Fig. 1: cell sizes after repair
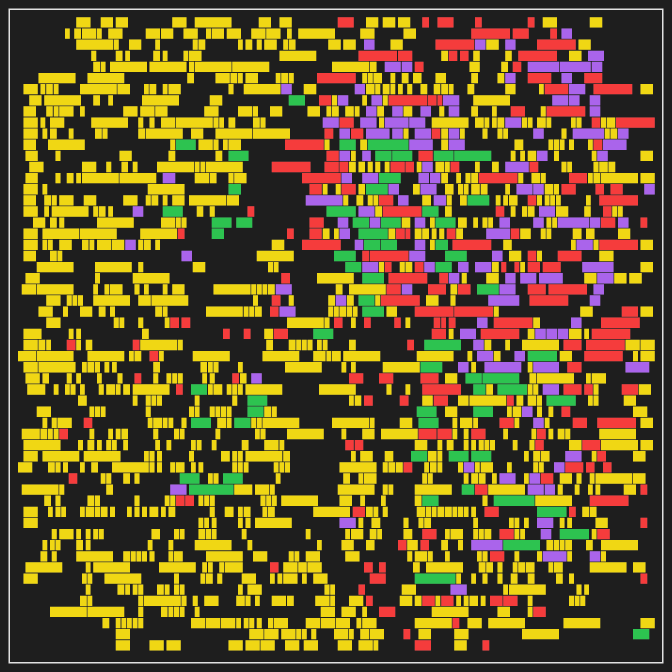
Fig. 2: zoomed window
Bar = 10 µm. Region (67, 99) to (92, 124) µm. Cells in grey, sequential cells in the stronger grey; small squares are vias.
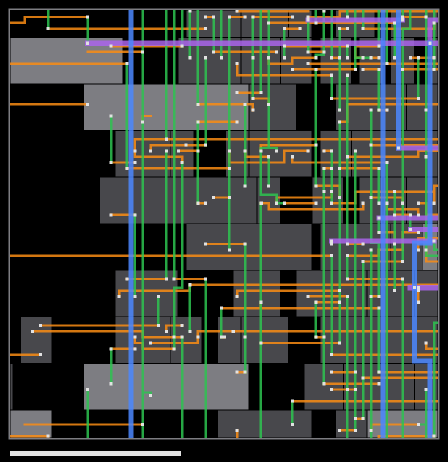
Fig. 3: clock distribution
Bar = 50 µm.
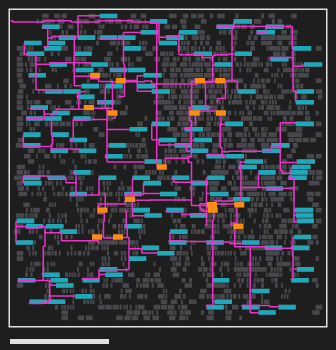
<file path="src/rtl/sim_run_controller.sv">
// Run controller for single-cycle CPU test systems: sequences CPU reset, counts RUN cycles and stores,
// and ends the run on a tohost store, a PC self-loop (HALT) or a cycle timeout.
module sim_run_controller #(
    parameter int unsigned        ADDR_W       = 32,
    parameter int unsigned        DATA_W       = 32,
    parameter int unsigned        CNT_W        = 32,
    parameter int unsigned        RESET_CYCLES = 1,
    parameter int unsigned        MAX_CYCLES   = 300,
    parameter int unsigned        STALL_CYCLES = 4,
    parameter logic [ADDR_W-1:0]  TOHOST_ADDR  = ADDR_W'(32'hFC)
) (
    input  logic              clk,
    input  logic              reset,
    input  logic              restart,
    input  logic              write_enable,
    input  logic [ADDR_W-1:0] address_to_mem,
    input  logic [DATA_W-1:0] data_to_mem,
    input  logic [ADDR_W-1:0] pc,
    output logic              cpu_reset,
    output logic              running,
    output logic              done,
    output logic [1:0]        status,
    output logic [DATA_W-1:0] exit_code,
    output logic [CNT_W-1:0]  cycle_count,
    output logic [CNT_W-1:0]  store_count
);

    // state  | meaning
    // S_HOLD | CPU held in reset for RESET_CYCLES cycles
    // S_RUN  | CPU running; counting cycles/stores, watching for an end condition
    // S_DONE | run finished; outputs frozen until restart or reset
    typedef enum logic [1:0] {S_HOLD, S_RUN, S_DONE} state_t;

    localparam int unsigned HOLD_W  = (RESET_CYCLES > 1) ? $clog2(RESET_CYCLES) : 1;
    localparam int unsigned STALL_W = $clog2(STALL_CYCLES);

    localparam logic [HOLD_W-1:0]  HOLD_LAST  = HOLD_W'(RESET_CYCLES - 1);
    localparam logic [STALL_W-1:0] STALL_LAST = STALL_W'(STALL_CYCLES - 1);
    localparam logic [CNT_W-1:0]   CYCLE_LAST = CNT_W'(MAX_CYCLES - 1);

    localparam logic [1:0] ST_NONE    = 2'd0;
    localparam logic [1:0] ST_TOHOST  = 2'd1;
    localparam logic [1:0] ST_HALT    = 2'd2;
    localparam logic [1:0] ST_TIMEOUT = 2'd3;

    state_t             state;
    logic [HOLD_W-1:0]  hold_cnt;
    logic [STALL_W-1:0] stall_cnt;
    logic [ADDR_W-1:0]  last_pc;
    logic               pc_valid;

    logic               tohost_hit;
    logic               halt_hit;
    logic               timeout_hit;
    logic [STALL_W-1:0] stall_next;
    logic [CNT_W-1:0]   cycle_next;
    logic [CNT_W-1:0]   store_next;

    // pc_valid keeps the first RUN cycle from comparing against a stale or reset-time PC
    always_comb begin
        tohost_hit  = write_enable && (address_to_mem == TOHOST_ADDR);
        stall_next  = (pc_valid && (pc == last_pc)) ? stall_cnt + STALL_W'(1) : '0;
        halt_hit    = (stall_next == STALL_LAST);
        timeout_hit = (cycle_count == CYCLE_LAST);
        cycle_next  = (&cycle_count) ? cycle_count : cycle_count + CNT_W'(1);
        store_next  = (write_enable && !(&store_count)) ? store_count + CNT_W'(1) : store_count;
    end

    always_ff @(posedge clk or negedge reset) begin
        if (!reset) begin
            state       <= S_HOLD;
            hold_cnt    <= '0;
            stall_cnt   <= '0;
            last_pc     <= '0;
            pc_valid    <= 1'b0;
            cpu_reset   <= 1'b1;
            running     <= 1'b0;
            done        <= 1'b0;
            status      <= ST_NONE;
            exit_code   <= '0;
            cycle_count <= '0;
            store_count <= '0;
        end else if (restart) begin
            state       <= S_HOLD;
            hold_cnt    <= '0;
            stall_cnt   <= '0;
            pc_valid    <= 1'b0;
            cpu_reset   <= 1'b1;
            running     <= 1'b0;
            done        <= 1'b0;
            status      <= ST_NONE;
            exit_code   <= '0;
            cycle_count <= '0;
            store_count <= '0;
        end else begin
            case (state)
                S_HOLD: begin
                    if (hold_cnt == HOLD_LAST) begin
                        state     <= S_RUN;
                        hold_cnt  <= '0;
                        cpu_reset <= 1'b0;
                        running   <= 1'b1;
                    end else begin
                        hold_cnt  <= hold_cnt + HOLD_W'(1);
                    end
                end
                S_RUN: begin
                    cycle_count <= cycle_next;
                    store_count <= store_next;
                    last_pc     <= pc;
                    pc_valid    <= 1'b1;
                    stall_cnt   <= stall_next;
                    if (tohost_hit || halt_hit || timeout_hit) begin
                        state   <= S_DONE;
                        running <= 1'b0;
                        done    <= 1'b1;
                        if (tohost_hit) begin
                            status    <= ST_TOHOST;
                            exit_code <= data_to_mem;
                        end else if (halt_hit) begin
                            status    <= ST_HALT;
                        end else begin
                            status    <= ST_TIMEOUT;
                        end
                    end
                end
                S_DONE: ;
                default: state <= S_HOLD;
            endcase
        end
    end

endmodule

</file>
<file path="config.mk">
export PLATFORM = sky130hd
export DESIGN_NAME = sim_run_controller
export DESIGN_NICKNAME = d
export VERILOG_FILES = /design/src/rtl/sim_run_controller.sv
export SDC_FILE = /design/constraint.sdc
export NUM_CORES = 1
export LEC_CHECK = 0
export ABC_AREA = 1
export CAP_MARGIN = 10
export CELL_PAD_IN_SITES_DETAIL_PLACEMENT = 0
export CELL_PAD_IN_SITES_GLOBAL_PLACEMENT = 1
export CORE_MARGIN = 1.5
export CORE_UTILIZATION = 33
export CTS_BUF_LIST = sky130_fd_sc_hd__clkbuf_4 sky130_fd_sc_hd__clkbuf_8
export CTS_CLUSTER_SIZE = 12
export DETAILED_ROUTE_END_ITERATION = 16
export GPL_TIMING_DRIVEN = 0
export PLACE_DENSITY_LB_ADDON = 0.1
export SYNTH_ARGS = -nofsm -noshare
export SYNTH_HDL_FRONTEND = slang
export SYNTH_SLANG_ARGS = --single-unit
</file>
<file path="constraint.sdc">
create_clock -name clk -period 1.7 [get_ports clk]
set_input_delay 0.34 -clock clk [delete_from_list [all_inputs] [get_ports clk]]
set_output_delay 0.34 -clock clk [all_outputs]
set_load 0.03 [all_outputs]
</file>
==> deck_impl_summary.md <==
Synthesis and Place & Route Summary

Status
  • Outcome: finished, violations left
  • Failing checks: setup timing

STA
  • Final WS setup: -0.228 ns
  • Max_slew headroom: approximately two fifths
  • Fmax: around 0.52 GHz
  • Setup violators final: about 70

Placed design
  • Final GP Congestion: between 0.8 and 0.9
  • Port bufs: around 200

Die
  • Io pins: 201
  • Die height: between 150 and 200 µm
  • Cell Rows: about 57

Yosys
  • Number of enable flip-flop cells: 0
  • Simple-gate share of the synthesized area: between 30% and 40%
  • Fraction of registers with async set/reset: 100%
  • Yosys xor share: under 10%

Layout
  • Ratio of cells with drive above 1 in the final layout: a little over a quarter

Flow run
  • Number of max-cap violations: 0

Worst setup path
  • Crit path arrival time: 2.28 ns

GRT
  • Met1 Use GR: between 30% and 40%
  • Vias in the first global route: approximately 8400

Pwr
  • Clk network pwr share: between 20% and 30%
Back to the opening pictures, Fig. 1:
[_3 and _4 cells] purple | cells: 131 | share: 8.9%
[_0 and _1 cells] yellow | cells: 1081 | share: 74%
[_2 cells] red | cells: 189 | share: 13%
[_6 and larger] green | cells: 65 | share: 4.4%

Back to the opening pictures, Fig. 2:
[metal 1] orange
[metal 2] green
[metal 4] blue
[metal 3] purple
sequential cells in the window: 3
cells with their middle in the window: 44
most frequent: buf_4 (5), nand2_1 (4)
netlist names of flops here include: cycle_count (3)

Back to the opening pictures, Fig. 3:
[flip-flops] cyan | count: 138
[clock drivers] orange | count: 17
[clock wires] magenta | length: 2200 µm
routed clock nets: 18
flops lie: spread over the die

flip-flops by register name, indices dropped and copies added, names as in the netlist:
signal	count
running	1
last_pc	32
cycle_count	32
cpu_reset	1
stall_cnt	2
exit_code	32
pc_valid	1
state	2
status	2
store_count	32
done	1
final cells by class:
type	instances	area [µm²]	share of cell area [%]
multi-input cells	840	4740	37.5
flip-flops and latches	138	3500	27.7
repair buffers	293	2790	22.1
inverters	129	493	3.91
well taps	324	405	3.21
plain buffers	34	294	2.33
clock buffers	17	234	1.85
clock inverters	15	170	1.35
power groups by stage:
stage	Combinational (mW)	Clock [mW]	Sequential, mW
final	3.68	2.90	4.21
after CTS	3.55	2.96	4.21
after floorplan	1.53	0	4.58
after global placement	3.12	0	4.29
after global routing	4.06	3.08	4.28
after detailed placement	3.14	0	4.29
layer usage:
metal  vias up  wire [µm]
met3        50       1540
li1       4297          -
met1      4146      13100
met2       257      13900
met5         -          0
met4         0        783
worst paths after layout:
path,endpoint,slack [ns]
setup reg to reg,store_count[3],-0.23
hold reg to reg,status[1],0.47
max in group asynchronous,cycle_count[2],0.46
min in group asynchronous,store_count[19],0.39
hold / removal,last_pc[9],0.15
setup / recovery,store_count[3],-0.23
synth_stat cells (8+ instances only):
library cell  instances  area (µm²)
xor2_1               26         228
nand3_1              59         295
nor2_1              134         503
o31ai_1              15         113
nand2_1             369        1390
nand4_1              50         313
a21oi_1              12        60.1
inv_1               128         480
clkbuf_1             19        71.3
o21ai_0              80         400
nor3_1               38         190
o21ai_1              15        75.1
o21ai_2               8        70.1
dfrtp_1             137        3430
worst max-delay path: stages (launching register included):
cell       delay, ns
dfrtp_2         0.45
ha_4            0.17
nand3_4         0.11
nor2_8          0.12
nand2_4         0.06
nor2_4          0.12
nand4_4         0.12
nand2_4         0.11
nand2_4         0.08
buf_12          0.17
clkbuf_16       0.16
nand4_1         0.06
o21ai_1         0.06
what timing repair did:
action,4_1_cts,5_1_grt
endpoints found under the hold margin,48,0
hold buffers,1,0
cloned,6,3
pin swaps,24,44
gates resized,275,182
setup endpoints to repair,235,162
buffers inserted,51,35
kinds of logic after synthesis:
group                    Yosys count
AND/OR/NAND/NOR                  674
buffers and inverters            166
flip-flops                       138
AND-OR/OR-AND                    134
XOR/XNOR                          30
adder cells (fa/ha/maj)            2
Power and IR drop assume default switching activity.
